Fig. 1: sequential cells grouped by signal name
The bar under the picture is 20 um long. Other sequential cells in the stronger grey, the rest of the logic in the fainter grey.
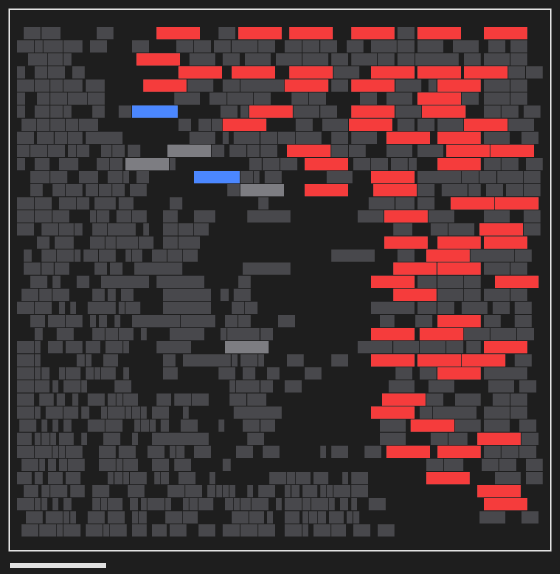
Fig. 2: selected gate families
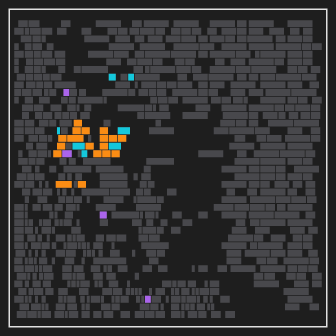
Fig. 3: wires at chosen ports, followed through buffers
The bar under the picture is 20 um long.
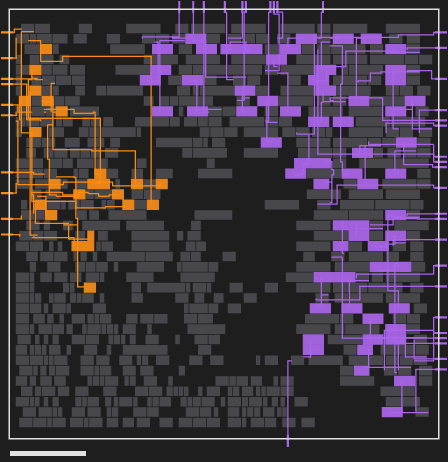
Fig. 4: a small window of the routed layout
The bar under the picture is 10 um long. Window x 16 to 41, y 16 to 41 um. Cells in grey, sequential cells in the stronger grey; small squares are vias.
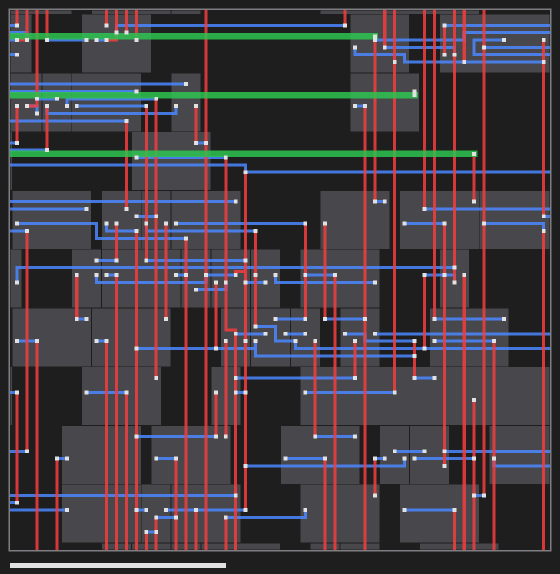
## src/rtl/blockmem_2p_arbiter.sv

```systemverilog
// Two-requester write/read arbiter and response sequencer for a simple dual-port block RAM
// (port A write, port B read with one-cycle registered output), both ports on one clock.

module blockmem_2p_arbiter_rsp #(
  parameter int DW = 32
) (
  input  logic          clk,
  input  logic          resetn,
  input  logic          grant,
  input  logic          rready,
  input  logic [DW-1:0] doutb,
  output logic          pend,
  output logic          rvalid,
  output logic [DW-1:0] rdata
);
  always_ff @(posedge clk or negedge resetn) begin
    if (!resetn) begin
      pend   <= 1'b0;
      rvalid <= 1'b0;
      rdata  <= '0;
    end else begin
      pend <= grant;
      // doutb belongs to the read issued last cycle; it lands in the one-entry buffer
      if (pend) begin
        rvalid <= 1'b1;
        rdata  <= doutb;
      end else if (rready) begin
        rvalid <= 1'b0;
      end
    end
  end
endmodule

module blockmem_2p_arbiter #(
  parameter  int G_DATAWIDTH = 32,
  parameter  int G_MEMDEPTH  = 1024,
  parameter  int G_BWENABLE  = 0,
  localparam int G_ADDRWIDTH = $clog2(G_MEMDEPTH),
  localparam int G_WEWIDTH   = (((G_DATAWIDTH + 7) / 8 - 1) * G_BWENABLE) + 1
) (
  input  logic                   clk,
  input  logic                   resetn,
  input  logic                   wr0_valid,
  output logic                   wr0_ready,
  input  logic [G_ADDRWIDTH-1:0] wr0_addr,
  input  logic [G_DATAWIDTH-1:0] wr0_data,
  input  logic [G_WEWIDTH-1:0]   wr0_strb,
  input  logic                   wr1_valid,
  output logic                   wr1_ready,
  input  logic [G_ADDRWIDTH-1:0] wr1_addr,
  input  logic [G_DATAWIDTH-1:0] wr1_data,
  input  logic [G_WEWIDTH-1:0]   wr1_strb,
  input  logic                   rd0_valid,
  output logic                   rd0_ready,
  input  logic [G_ADDRWIDTH-1:0] rd0_addr,
  output logic                   rd0_rvalid,
  input  logic                   rd0_rready,
  output logic [G_DATAWIDTH-1:0] rd0_rdata,
  input  logic                   rd1_valid,
  output logic                   rd1_ready,
  input  logic [G_ADDRWIDTH-1:0] rd1_addr,
  output logic                   rd1_rvalid,
  input  logic                   rd1_rready,
  output logic [G_DATAWIDTH-1:0] rd1_rdata,
  output logic                   mem_ena,
  output logic [G_WEWIDTH-1:0]   mem_wea,
  output logic [G_ADDRWIDTH-1:0] mem_addra,
  output logic [G_DATAWIDTH-1:0] mem_dina,
  output logic                   mem_enb,
  output logic [G_ADDRWIDTH-1:0] mem_addrb,
  input  logic [G_DATAWIDTH-1:0] mem_doutb
);
  logic [1:0]                  wr_v, wr_gnt, rd_v, rd_rr, rd_elig, rd_gnt, pend, rvalid;
  logic [1:0][G_ADDRWIDTH-1:0] wr_addr, rd_addr;
  logic [1:0][G_DATAWIDTH-1:0] wr_data, rdata;
  logic [1:0][G_WEWIDTH-1:0]   wr_strb;
  logic                        wr_pri, rd_pri, wr_sel, rd_sel;

  assign wr_v    = {wr1_valid, wr0_valid};
  assign wr_addr = {wr1_addr, wr0_addr};
  assign wr_data = {wr1_data, wr0_data};
  assign wr_strb = {wr1_strb, wr0_strb};
  assign rd_v    = {rd1_valid, rd0_valid};
  assign rd_addr = {rd1_addr, rd0_addr};
  assign rd_rr   = {rd1_rready, rd0_rready};

  always_comb begin
    wr_gnt = wr_v;
    if (&wr_v) begin
      wr_gnt         = '0;
      wr_gnt[wr_pri] = 1'b1;
    end
  end

  assign wr_sel    = wr_gnt[1];
  assign wr0_ready = wr_gnt[0];
  assign wr1_ready = wr_gnt[1];
  assign mem_ena   = |wr_gnt;
  assign mem_addra = mem_ena ? wr_addr[wr_sel] : '0;
  assign mem_dina  = mem_ena ? wr_data[wr_sel] : '0;
  assign mem_wea   = !mem_ena ? '0 : (G_BWENABLE != 0) ? wr_strb[wr_sel] : '1;

  // A read that hits this cycle's write address waits a cycle so it sees the new data
  always_comb begin
    for (int n = 0; n < 2; n++)
      rd_elig[n] = rd_v[n] & ~pend[n] & (~rvalid[n] | rd_rr[n])
                 & ~(mem_ena & (rd_addr[n] == mem_addra));
    rd_gnt = rd_elig;
    if (&rd_elig) begin
      rd_gnt         = '0;
      rd_gnt[rd_pri] = 1'b1;
    end
  end

  assign rd_sel    = rd_gnt[1];
  assign rd0_ready = rd_gnt[0];
  assign rd1_ready = rd_gnt[1];
  assign mem_enb   = |rd_gnt;
  assign mem_addrb = mem_enb ? rd_addr[rd_sel] : '0;

  for (genvar n = 0; n < 2; n++) begin : g_rsp
    blockmem_2p_arbiter_rsp #(.DW(G_DATAWIDTH)) u_rsp (
      .clk    (clk),
      .resetn (resetn),
      .grant  (rd_gnt[n]),
      .rready (rd_rr[n]),
      .doutb  (mem_doutb),
      .pend   (pend[n]),
      .rvalid (rvalid[n]),
      .rdata  (rdata[n])
    );
  end

  assign rd0_rvalid = rvalid[0];
  assign rd1_rvalid = rvalid[1];
  assign rd0_rdata  = rdata[0];
  assign rd1_rdata  = rdata[1];

  always_ff @(posedge clk or negedge resetn) begin
    if (!resetn) begin
      wr_pri <= 1'b0;
      rd_pri <= 1'b0;
    end else begin
      if (mem_ena) wr_pri <= ~wr_sel;
      if (mem_enb) rd_pri <= ~rd_sel;
    end
  end
endmodule
```

## config.mk

```make
export PLATFORM = sky130hd
export DESIGN_NAME = blockmem_2p_arbiter
export DESIGN_NICKNAME = d
export VERILOG_FILES = /design/src/rtl/blockmem_2p_arbiter.sv
export SDC_FILE = /design/constraint.sdc
export NUM_CORES = 1
export LEC_CHECK = 0
export CORE_UTILIZATION = 33
export CTS_CLUSTER_DIAMETER = 200
export DETAILED_ROUTE_END_ITERATION = 8
export MAX_ROUTING_LAYER = met4
export PLACE_DENSITY = 0.78
export SLEW_MARGIN = 20
export SYNTH_ARGS = -nofsm -noshare
export SYNTH_HDL_FRONTEND = slang
export SYNTH_HIERARCHICAL = 1
export SYNTH_SLANG_ARGS = --single-unit
```

## constraint.sdc

```tcl
create_clock -name clk -period 2.59 [get_ports clk]
set_input_delay 0.3885 -clock clk [delete_from_list [all_inputs] [get_ports clk]]
set_output_delay 0.3885 -clock clk [all_outputs]
set_load 0.01 [all_outputs]
```

==> flow_summary.ini <==
; yosys + openroad results
[setup_path]
worst_ep_arrival_time_ns = 2.87
critical_path.n_buffers_inverters = 5
max_stage_delay_ns = 0.42

[floorplanning]
core_area_mm2 = 0.0116
placementRows = 39
fp.dieH_um = 112

[sta]
timing.fmax_ghz = 0.307
finalSetupViolCount = 13
finalWorstPathRequiredPeriod_ns = 3.26
tightest_slew_ns = 0.665
worst_slack_ns = -0.672

[synthesis]
syn_inst = 338
synthesis.area_per_instance_um2 = 11.9
numSynthFlops = 70
synth.cell_area_mm2 = 0.00401

[detailed_routing]
avgViaCountPerCell = 4.80
drt-pass1-iter-count = 6
remaining_design_rule_violation_count = 17
route.final.wire_length_mm = 15.2

[finish]
non_filler_cell_area_final_mm2 = 0.00752
layout-area-overhead-vs-synth_pct = 87.4

[placed_design]
routabilityCongestion = 0.849
port_buffers = 268

[grt]
grt_max_degree = 45
globalRouteTotalUtil_pct = 25.2

[min_path]
min_path_type = input pin to async pin

[status]
violations = DRC, setup timing
run_status = finished with violations

[clock_network]
post_cts_hold_buffer_count = 0
number_of_buffers_created_by_cts = 9
-- Fig. 1 (at the start) --
Blue marks g_rsp.u_rsp/pend, flops 2. Red marks g_rsp.u_rsp/rdata, flops 64.
Another 4 sequential cells are not coloured.

-- Fig. 2 (at the start) --
Cyan marks nor cells, cells 7, most used nor4_2. Orange marks xor and xnor cells, cells 18, most used xnor2_1, where west. Purple marks and/or cells, cells 4.

-- Fig. 3 (at the start) --
Purple marks mem_doutb, bits 32, direction input, end cells 64, wire 1,300 um. Orange marks rd0_addr, bits 10, direction input, end cells 21, wire 603 um.

-- Fig. 4 (at the start) --
Blue marks M1. Red marks M2. Green marks M3.
Most frequent: clkdlybuf4s50_1 (16), nand2_1 (13), o21ai_0 (6). Sequential cells in the window: 0. 45 logic cells have their middle in the window.

## per-layer routing
| metal | part of all wire (%) | track usage (%) |
|---|---|---|
| met1 | 40 | 27.9 |
| met2 | 51 | 43.5 |
| met3 | 7.3 | 7.07 |
| met4 | 2.1 | 8.62 |
| met5 | 0 | - |
## cell usage after synthesis, drive strengths merged
| master | number | area (um^2) |
|---|---|---|
| and4 | 1 | 8.76 |
| o21ai | 33 | 165 |
| a21oi | 2 | 10.0 |
| a21o | 3 | 22.5 |
| a22o | 10 | 87.6 |
| a32oi | 9 | 146 |
| a21boi | 1 | 18.8 |
| o2bb2ai | 1 | 8.76 |
| or2 | 1 | 6.26 |
| inv | 18 | 67.6 |
| and2 | 2 | 12.5 |
| a221oi | 2 | 17.5 |
| nand4 | 1 | 6.26 |
| mux2 | 64 | 938 |
| dfrtp | 70 | 1750 |
| buf | 15 | 201 |
| nand2 | 64 | 240 |
| nand2b | 2 | 20.0 |
| xor2 | 2 | 17.5 |
| nor2 | 1 | 3.75 |
| nor2b | 1 | 6.26 |
| xnor2 | 16 | 140 |
| nor3b | 1 | 7.51 |
| a211oi | 1 | 12.5 |
| a22oi | 1 | 7.51 |
| nand3b | 1 | 7.51 |
| clkbuf | 10 | 37.5 |
| o311a | 1 | 11.3 |
| nor4 | 4 | 31.3 |
## worst paths after layout
path,slack (ns),depth (start not counted),from,to
min,0.09,1,resetn,g_rsp[1].u_rsp/rdata[24]
min in group clk,0.50,1,g_rsp[0].u_rsp/rvalid,g_rsp[0].u_rsp/rvalid
max reg2reg,0.10,10,wr_pri,g_rsp[0].u_rsp/pend
max in group asynchronous,1.84,2,resetn,g_rsp[1].u_rsp/rdata[3]
min reg2reg,0.50,1,g_rsp[0].u_rsp/rvalid,g_rsp[0].u_rsp/rvalid
max,-0.67,12,wr_pri,mem_addrb[6]
## stage by stage
step | total power, W | worst slack (ns) | instances | TNS [ns]
after detailed placement | 0.00509 | -1.13 | 754 | -29.94
after CTS | 0.00637 | -0.672 | 795 | -7.85
after global routing | 0.00668 | -0.810 | 800 | -9.18
after floorplan | 0.00341 | 0.0227 | 338 | 0
after global placement | 0.00501 | -1.06 | 754 | -27.50
final | 0.00637 | -0.672 | 800 | -7.40
## power by group
part	internal, W	total, W	leakage, nW	switching [W]
Combinational	0.00212	0.00334	2.41	0.00122
Clock	0.000648	0.00112	0.128	0.000473
Sequential	0.00161	0.00191	0.818	0.000305
Total	0.00437	0.00637	3.36	0.00200
## area by class of cell
| class | count | area (um^2) |
|---|---|---|
| Sequential cell | 70 | 1750 |
| Clock buffer | 9 | 225 |
| Timing Repair Buffer | 327 | 3140 |
| Clock inverter | 7 | 50.0 |
| Fill cell | 911 | 4100 |
| Tap cell | 143 | 179 |
| Multi-Input combinational cell | 226 | 2110 |
| Inverter | 18 | 67.6 |
## logic make-up after synthesis
family                    after synthesis  share of synthesized area (%)
AOI/OAI and AO/OA                      64                           12.7
xor gates and xnor gates               18                           3.93
buffers and inverters                  43                           7.64
DFF                                    70                           43.7
muxes                                  64                           23.4
and+or+nand+nor                        79                           8.73
## timing repair
action	in CTS	in global routing
buffers inserted	23	5
endpoints found under the setup margin	50	15
resized	105	14
pin swaps	21	2
gates cloned	3	0
Power is estimated from default activity; no workload was simulated.
